==> config.mk <==
export PLATFORM = sky130hd
export DESIGN_NAME = cmd_phys_layer
export DESIGN_NICKNAME = d
export VERILOG_FILES = /design/src/rtl/cmd_phys_layer.sv
export SDC_FILE = /design/constraint.sdc
export NUM_CORES = 1
export LEC_CHECK = 0
export CAP_MARGIN = 5
export CELL_PAD_IN_SITES_DETAIL_PLACEMENT = 1
export CELL_PAD_IN_SITES_GLOBAL_PLACEMENT = 1
export CORE_MARGIN = 3
export CORE_UTILIZATION = 37
export DETAILED_ROUTE_END_ITERATION = 10
export PLACE_DENSITY = 0.74
export SETUP_SLACK_MARGIN = 0.4
export SYNTH_ARGS = -nofsm -noshare
export SYNTH_HDL_FRONTEND = slang
export SYNTH_SLANG_ARGS = --single-unit
==> constraint.sdc <==
create_clock -name clock -period 2.7 [get_ports clock]
set_input_delay 0.27 -clock clock [delete_from_list [all_inputs] [get_ports clock]]
set_output_delay 0.27 -clock clock [all_outputs]
set_load 0.05 [all_outputs]
==> src/rtl/cmd_phys_layer.sv <==
// SD host CMD-line physical stage.
//
// Latches a 40-bit command token, appends CRC7 and an end bit, and shifts the 48-bit frame
// out MSB-first. It then waits for the card's response start bit and shifts in a 48- or
// 136-bit response. The result goes back to the controller with a strobe/ack handshake.
//
// Ports:
//   clock, reset     SD clock (posedge) and synchronous active-high reset
//   strobe_in        command valid, held by the controller until ack_out
//   ack_in           controller has consumed the response
//   idle_in          controller idle; high outside IDLE aborts back to IDLE
//   cmd_to_send      {2'b01, index[5:0], argument[31:0]}
//   resp_type        0=none, 1=48-bit, 2=136-bit, 3=reserved (handled as none)
//   cmd_line_in      serial CMD line from the card
//   cmd_line_out     serial CMD line to the card (idles high)
//   cmd_oe           CMD line output enable
//   response         received frame, right-aligned
//   strobe_out       response/completion valid
//   ack_out          one-cycle acceptance of strobe_in
//   timeout          no start bit within RESP_TIMEOUT clocks
//   crc_error        received CRC7 mismatch
//
// Build option: define CMD_RESP_CRC_CHECK_EN to check the CRC7 of received responses.
// Without it, crc_error is tied low and no receive CRC logic exists.

module cmd_phys_layer #(
  parameter int unsigned RESP_TIMEOUT = 64,
  parameter int unsigned CNT_W        = 8
) (
  input  logic         clock,
  input  logic         reset,
  input  logic         strobe_in,
  input  logic         ack_in,
  input  logic         idle_in,
  input  logic [39:0]  cmd_to_send,
  input  logic [1:0]   resp_type,
  input  logic         cmd_line_in,
  output logic         cmd_line_out,
  output logic         cmd_oe,
  output logic [135:0] response,
  output logic         strobe_out,
  output logic         ack_out,
  output logic         timeout,
  output logic         crc_error
);

  typedef enum logic [2:0] {StIdle, StSend, StWaitResp, StRecv, StDone} state_e;

  state_e           state_q;
  logic [47:0]      frame_q;   // transmit shift register, MSB on the line next
  logic [1:0]       rtype_q;   // 0 means no response expected
  logic [CNT_W-1:0] cnt_q;     // bits sent, wait cycles, or bits received
  logic [134:0]     rx_sr_q;
  logic [135:0]     rx_next;
  logic [CNT_W-1:0] rx_last;

  // Serial CRC7, G(x) = x^7 + x^3 + 1, MSB first, zero init. Leading zeros leave the
  // register at zero, so shorter messages are right-aligned in the 120-bit input.
  function automatic logic [6:0] crc7(input logic [119:0] data);
    logic [6:0] c;
    logic       fb;
    c = '0;
    for (int i = 119; i >= 0; i--) begin
      fb = data[i] ^ c[6];
      c  = {c[5:0], 1'b0};
      if (fb) c = c ^ 7'h09;
    end
    return c;
  endfunction

  assign rx_next = {rx_sr_q, cmd_line_in};
  // Index of the final bit: total frame length minus one, start bit counted.
  assign rx_last = (rtype_q == 2'd2) ? CNT_W'(135) : CNT_W'(47);

`ifdef CMD_RESP_CRC_CHECK_EN
  logic crc_err_q;
  logic rx_crc_bad;

  always_comb begin
    rx_crc_bad = 1'b0;
    if (rtype_q == 2'd2) begin
      rx_crc_bad = (crc7(rx_next[127:8]) != rx_next[7:1]);
    end else begin
      rx_crc_bad = (crc7({80'b0, rx_next[47:8]}) != rx_next[7:1]);
    end
  end

  assign crc_error = crc_err_q;
`else
  assign crc_error = 1'b0;
`endif

  always_ff @(posedge clock) begin
    if (reset || (idle_in && (state_q != StIdle))) begin
      state_q      <= StIdle;
      frame_q      <= '0;
      rtype_q      <= '0;
      cnt_q        <= '0;
      rx_sr_q      <= '0;
      cmd_line_out <= 1'b1;
      cmd_oe       <= 1'b0;
      response     <= '0;
      strobe_out   <= 1'b0;
      ack_out      <= 1'b0;
      timeout      <= 1'b0;
`ifdef CMD_RESP_CRC_CHECK_EN
      crc_err_q    <= 1'b0;
`endif
    end else begin
      ack_out <= 1'b0;
      unique case (state_q)
        StIdle: begin
          if (strobe_in) begin
            frame_q <= {cmd_to_send, crc7({80'b0, cmd_to_send}), 1'b1};
            rtype_q <= (resp_type == 2'd3) ? 2'd0 : resp_type;
            cnt_q   <= '0;
            ack_out <= 1'b1;
            state_q <= StSend;
          end
        end

        StSend: begin
          if (cnt_q == CNT_W'(48)) begin
            cmd_oe       <= 1'b0;
            cmd_line_out <= 1'b1;
            cnt_q        <= '0;
            if (rtype_q == 2'd0) begin
              strobe_out <= 1'b1;
              state_q    <= StDone;
            end else begin
              state_q <= StWaitResp;
            end
          end else begin
            cmd_oe       <= 1'b1;
            cmd_line_out <= frame_q[47];
            frame_q      <= {frame_q[46:0], 1'b1};
            cnt_q        <= cnt_q + 1'b1;
          end
        end

        StWaitResp: begin
          // A start bit seen on the last allowed cycle still wins over the timeout.
          if (!cmd_line_in) begin
            rx_sr_q <= {134'b0, cmd_line_in};
            cnt_q   <= CNT_W'(1);
            state_q <= StRecv;
          end else if (cnt_q == CNT_W'(RESP_TIMEOUT - 1)) begin
            timeout    <= 1'b1;
            strobe_out <= 1'b1;
            state_q    <= StDone;
          end else begin
            cnt_q <= cnt_q + 1'b1;
          end
        end

        StRecv: begin
          rx_sr_q <= rx_next[134:0];
          if (cnt_q == rx_last) begin
            response   <= rx_next;
            strobe_out <= 1'b1;
            state_q    <= StDone;
`ifdef CMD_RESP_CRC_CHECK_EN
            crc_err_q  <= rx_crc_bad;
`endif
          end else begin
            cnt_q <= cnt_q + 1'b1;
          end
        end

        StDone: begin
          if (ack_in) begin
            strobe_out <= 1'b0;
            response   <= '0;
            timeout    <= 1'b0;
            cnt_q      <= '0;
`ifdef CMD_RESP_CRC_CHECK_EN
            crc_err_q  <= 1'b0;
`endif
            state_q    <= StIdle;
          end
        end

        default: state_q <= StIdle;
      endcase
    end
  end

endmodule

==> impl_metrics.yaml, run 1 <==
# flow metrics
outcome:
  status: "complete, no violations"
drt:
  routed_wl_um: 39500
  drc_errors: 0
critical_path:
  worst-r2r-cell-count: 7
  crit_path_start_kind: "input pin"
  regToRegEndpoint: "frame_q[5]"
  critical_path_depth_in_cells: 12
  crit_path_end: "frame_q[4]"
  cp_max_fo: 2
  critical_path_class: "input pin to flip-flop"
sta:
  totalNegativeSetupSlack_ps: 0
  worst_max_slew_pin_slew_ps: 804
  hold_viol_final: 0
  finalHoldWorstSlack_ps: 44.3
  fin_worst_skew_ps: 23.7
finish:
  final_layout_size_suffix_gt1_share_pct: 11.7
  post_route_core_utilization_pct: 50.0
  antenna_cells: 0
cts:
  clock_sinks: 337
  clock_pin_slew_on_the_worst_setup_and_hold_paths_ps: 60
  num_cts_buffers: 38
synth:
  yosys.stat.seqShare_pct: 51.6
  synth_stat.cells: 1510
  yosys_warning_count: 0
pwr:
  power.density_cell_area_nw_per_um2: 870
  sequentialPowerShare_pct: 36.4
  power.switching_fraction_pct: 31.8
global_route:
  globalRouteOverflowTotal: 0
  wire_length_of_the_first_global_routing_pass_um: 64000
  global_route.usage.met1_pct: 25.7
floorplan:
  die_outline_width_um: 194
  die_y_um: 194
  coreArea_um2: 34700
flow_run:
  tool_warnings: 33
place:
  detailedPlacementHpwl_um: 23300
  post-place-ws_ps: -409
hold_path:
  hold_depth: 3
==> run 1: cell families (layout without fill, tap and decap cells) <==
kind of cell	Yosys count	in the layout	share of synthesized area [%]
compound gates	356	356	17.9
xor+xnor	69	69	6.74
fa+ha+maj	2	2	0.192
buf+inv	136	335	3.94
flops	337	337	51.6
mux	1	1	0.0766
other cells	1	1	0.0287
simple gates	608	608	19.5
==> run 1: worst register-to-register path, cell delays in order, from the launching register on <==
cell and delay (ps):
sky130_fd_sc_hd__dfxtp_2 440, sky130_fd_sc_hd__nand2b_1 130, sky130_fd_sc_hd__nand2b_1 240, sky130_fd_sc_hd__a31o_2 300, sky130_fd_sc_hd__nand2_2 110, sky130_fd_sc_hd__buf_16 310
sky130_fd_sc_hd__o21ai_0 210, sky130_fd_sc_hd__a221oi_2 310
==> run 1: timing repair <==
item,CTS,global route
setup endpoints to repair,7,16
pin swaps,26,21
setup buffers,13,12
gates resized,42,54
hold endpoints to repair,0,0
==> run 1: sequential cells by signal, indices dropped and copies added, names as in the netlist, 2 cells and up <==
| register | count |
|---|---|
| response | 136 |
| rtype_q | 2 |
| frame_q | 48 |
| cnt_q | 8 |
| state_q | 3 |
| rx_sr_q | 135 |
==> run 1: cell usage after synthesis (2+ instances only) <==
cell                       number  area share (%)
sky130_fd_sc_hd__nand2_1      235             6.8
sky130_fd_sc_hd__nor2_1       198             5.7
sky130_fd_sc_hd__a22oi_1      135             7.8
sky130_fd_sc_hd__a21o_1         2            0.11
sky130_fd_sc_hd__nor2b_1        2           0.096
sky130_fd_sc_hd__xnor3_2        5            0.91
sky130_fd_sc_hd__o22ai_1        4            0.19
sky130_fd_sc_hd__nor3_1         9            0.34
sky130_fd_sc_hd__or3_1          3            0.14
sky130_fd_sc_hd__xor3_1         3            0.55
sky130_fd_sc_hd__nand2b_1       7            0.34
sky130_fd_sc_hd__a311oi_1      40             2.7
sky130_fd_sc_hd__dfxtp_1      337              52
sky130_fd_sc_hd__xor2_1        13            0.87
sky130_fd_sc_hd__and2_1         2           0.096
sky130_fd_sc_hd__nor3b_1        2            0.11
sky130_fd_sc_hd__xnor2_1       35             2.3
sky130_fd_sc_hd__ha_1           2            0.19
sky130_fd_sc_hd__a21oi_1      153             5.9
sky130_fd_sc_hd__xnor3_1        8             1.4
sky130_fd_sc_hd__clkbuf_1     118             3.4
sky130_fd_sc_hd__and3_1         3            0.14
sky130_fd_sc_hd__nand3_1      142             5.4
sky130_fd_sc_hd__xnor2_2        4            0.50
sky130_fd_sc_hd__inv_1          3           0.086
sky130_fd_sc_hd__o21ai_0        9            0.34
sky130_fd_sc_hd__buf_1         14            0.40
==> run 1: per-layer routing <==
| layer | part of all wire, % | up-vias |
|---|---|---|
| li1 | - | 5584 |
| met1 | 43 | 5717 |
| met2 | 49 | 225 |
| met3 | 5.1 | 66 |
| met4 | 2.4 | 0 |
| met5 | 0 | - |
==> run 1: area by class of cell <==
type	count	share of cell area [%]
well taps	455	3.28
multi-input cells	1037	35.6
clock buffers	57	6.47
clock inverters	9	0.497
repair buffers	266	15.2
flip-flops and latches	337	38.9
inverters	3	0.0649
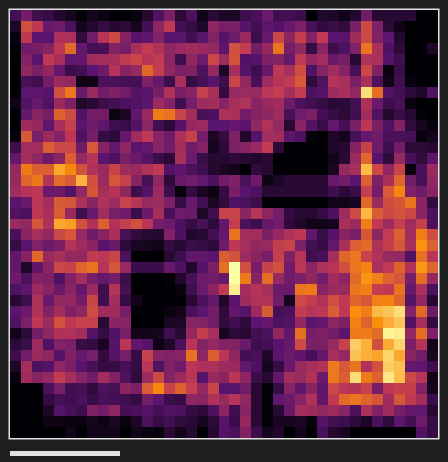
Run 1: signal metal coverage by tile
The bar under the picture is 50 um long. 39 x 39 tiles, from black (low) to pale yellow (high), scaled to the fullest tile. Values are wire area over tile area, all layers added.
nearly empty tiles = 7.3%
tiles over half the peak = 17%
mean over tiles = 0.17
fullest tile = 0.54
densest ninth of the die = south-east

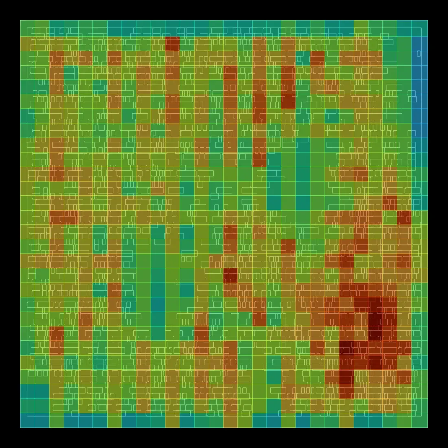
Run 1: routing congestion
grt met3 use: 4.48%
detailed-route wire length per cell: 18.3 um
met2 track demand over resource in global routing: 34.5%
Most Crowded Layer GR: met2

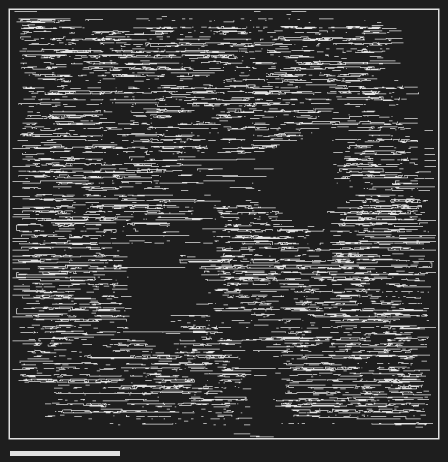
Run 1: signal wires on met1
The bar under the picture is 50 um long.
nets with wire on the layer = 1,623
wire length on this layer = 17,100 um
share of all routed wire = 43%
longest straight run = 42.8 um
main direction = horizontal

Run 1, the metal 2 layer:
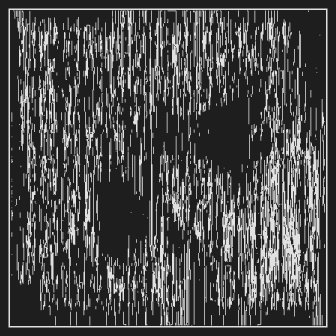

==> run 1 -> run 2 <==
Settings changed: REMOVE_ABC_BUFFERS set to 1, TNS_END_PERCENT set to 50.
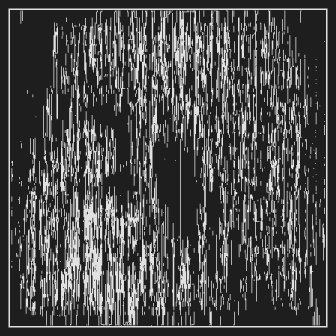
Run 2: the metal 2 layer
longest straight run = 71.7 um
share of all routed wire = 49%
wire length on this layer = 19,600 um

==> impl_metrics.yaml, run 2 <==
# flow metrics
outcome:
  status: "complete, no violations"
drt:
  drt-wirelength-per-cell_um: 18.4
  drc_errors: 0
  routed_wl_um: 40000
cts:
  num_cts_buffers: 38
  clock_path_buffers: 3
  clock_sinks: 337
  clock_pin_slew_on_the_worst_setup_and_hold_paths_ps: 60
pwr:
  vdd_ir_drop_max_uv: 593
  power.density_cell_area_nw_per_um2: 896
finish:
  post_route_core_utilization_pct: 50.5
  final_common_cell: "sky130_fd_sc_hd__dfxtp_1"
  registers_with_the_highest_flip_flop_counts: "response (136), rx_sr_q (135), frame_q (48)"
  final_layout_size_suffix_gt1_share_pct: 12.3
  regMostFlops: "response"
  antenna_cells: 0
  num-nets-final: 1745
synth:
  top_area_share_pct: 51.6
  yosys.stat.seqShare_pct: 51.6
  synth_stat.cells: 1510
  top_cell_type_by_instance_count_after_synthesis: "sky130_fd_sc_hd__dfxtp_1"
  yosys_warning_count: 0
  synthTopCellsByArea: "sky130_fd_sc_hd__dfxtp_1, sky130_fd_sc_hd__a22oi_1, sky130_fd_sc_hd__nand2_1"
  synth.cells.most_frequent: "sky130_fd_sc_hd__dfxtp_1, sky130_fd_sc_hd__nand2_1, sky130_fd_sc_hd__nor2_1"
  synthDominantAreaCellType: "sky130_fd_sc_hd__dfxtp_1"
global_route:
  globalRouteOverflowTotal: 0
  wire_length_of_the_first_global_routing_pass_um: 63400
floorplan:
  die_y_um: 194
  coreArea_um2: 34700
  die_outline_width_um: 194
place:
  detailedPlacementHpwl_um: 23600
sta:
  finalHoldWorstSlack_ps: 58.6
  hold_viol_final: 0
  totalNegativeSetupSlack_ps: 0
  worst_max_slew_pin_slew_ps: 714
  fin_worst_skew_ps: 18.0
hold_path:
  hold_depth: 3
  timing.hold.worst_endpoint: "frame_q[39]"
critical_path:
  cp_max_fo: 2
  cp_data_required_time_ps: 3130
  worst-r2r-cell-count: 7
  critical_path_class: "input pin to flip-flop"
flow_run:
  tool_warnings: 34
run 2: stage by stage:
stage	cell area (um2)	power (mW)	setup WS [ps]
floorplan	12600	8.24	-5710
global placement	15700	9.56	-459
detailed placement	15700	9.69	-548
CTS	17300	15.4	389
global route	17500	16.5	342
finish	17500	15.7	389
run 2: cell type report:
class	count	area, um2
Tap cell	455	569
Clock inverter	14	246
Fill cell	3949	17200
Sequential cell	337	6750
Timing Repair Buffer	277	2720
Multi-Input combinational cell	1038	6180
Inverter	3	11.3
Clock buffer	53	1070
run 2: cell families after synthesis:
| group | share of synthesized area, % |
|---|---|
| buffers and inverters | 3.94 |
| XOR/XNOR | 6.74 |
| AND-OR/OR-AND | 17.9 |
| other | 0.0287 |
| adder cells (fa/ha/maj) | 0.192 |
| flip-flops | 51.6 |
| multiplexers | 0.0766 |
| AND/OR/NAND/NOR | 19.5 |
run 2: timing repair:
action	in CTS	in global routing
buffers inserted	13	11
pin swaps	33	23
cloned	0	1
endpoints found under the setup margin	10	167
resized	63	34
run 2: how the worst max path moves through the flow:
stage / from / to / slack, ps / depth (start not counted)
finish: cmd_to_send[28] / frame_q[7] / 390 / 9
global route: cmd_to_send[26] / frame_q[4] / 340 / 10
CTS: cmd_to_send[31] / frame_q[5] / 390 / 10
detailed placement: cmd_to_send[35] / frame_q[7] / -550 / 8
global placement: cmd_to_send[38] / frame_q[6] / -460 / 8
floorplan: state_q[1] / cnt_q[0] / -5710 / 7
run 2: critical path, delay by kind of cell:
family                 cells  cell delay, ps
buffers and inverters      3             510
XOR/XNOR                   5            1710
AND-OR/OR-AND              1             240
run 2: routing by layer:
layer  vias to the layer above  track usage (%)  wire [um]
met5                         -                0          0
met4                         0             5.85       1000
met3                        66             3.20       1480
met2                       218             34.2      19600
met1                      5843             25.9      18000
li1                       5617                -          -
run 2: where the power goes:
| group | total [mW] | internal (mW) | switching (mW) |
|---|---|---|---|
| sequential | 5.51 | 5.29 | 0.220 |
| clock | 5.42 | 3.35 | 2.07 |
| combinational | 4.78 | 2.15 | 2.64 |
Power is estimated from default activity; no workload was simulated.
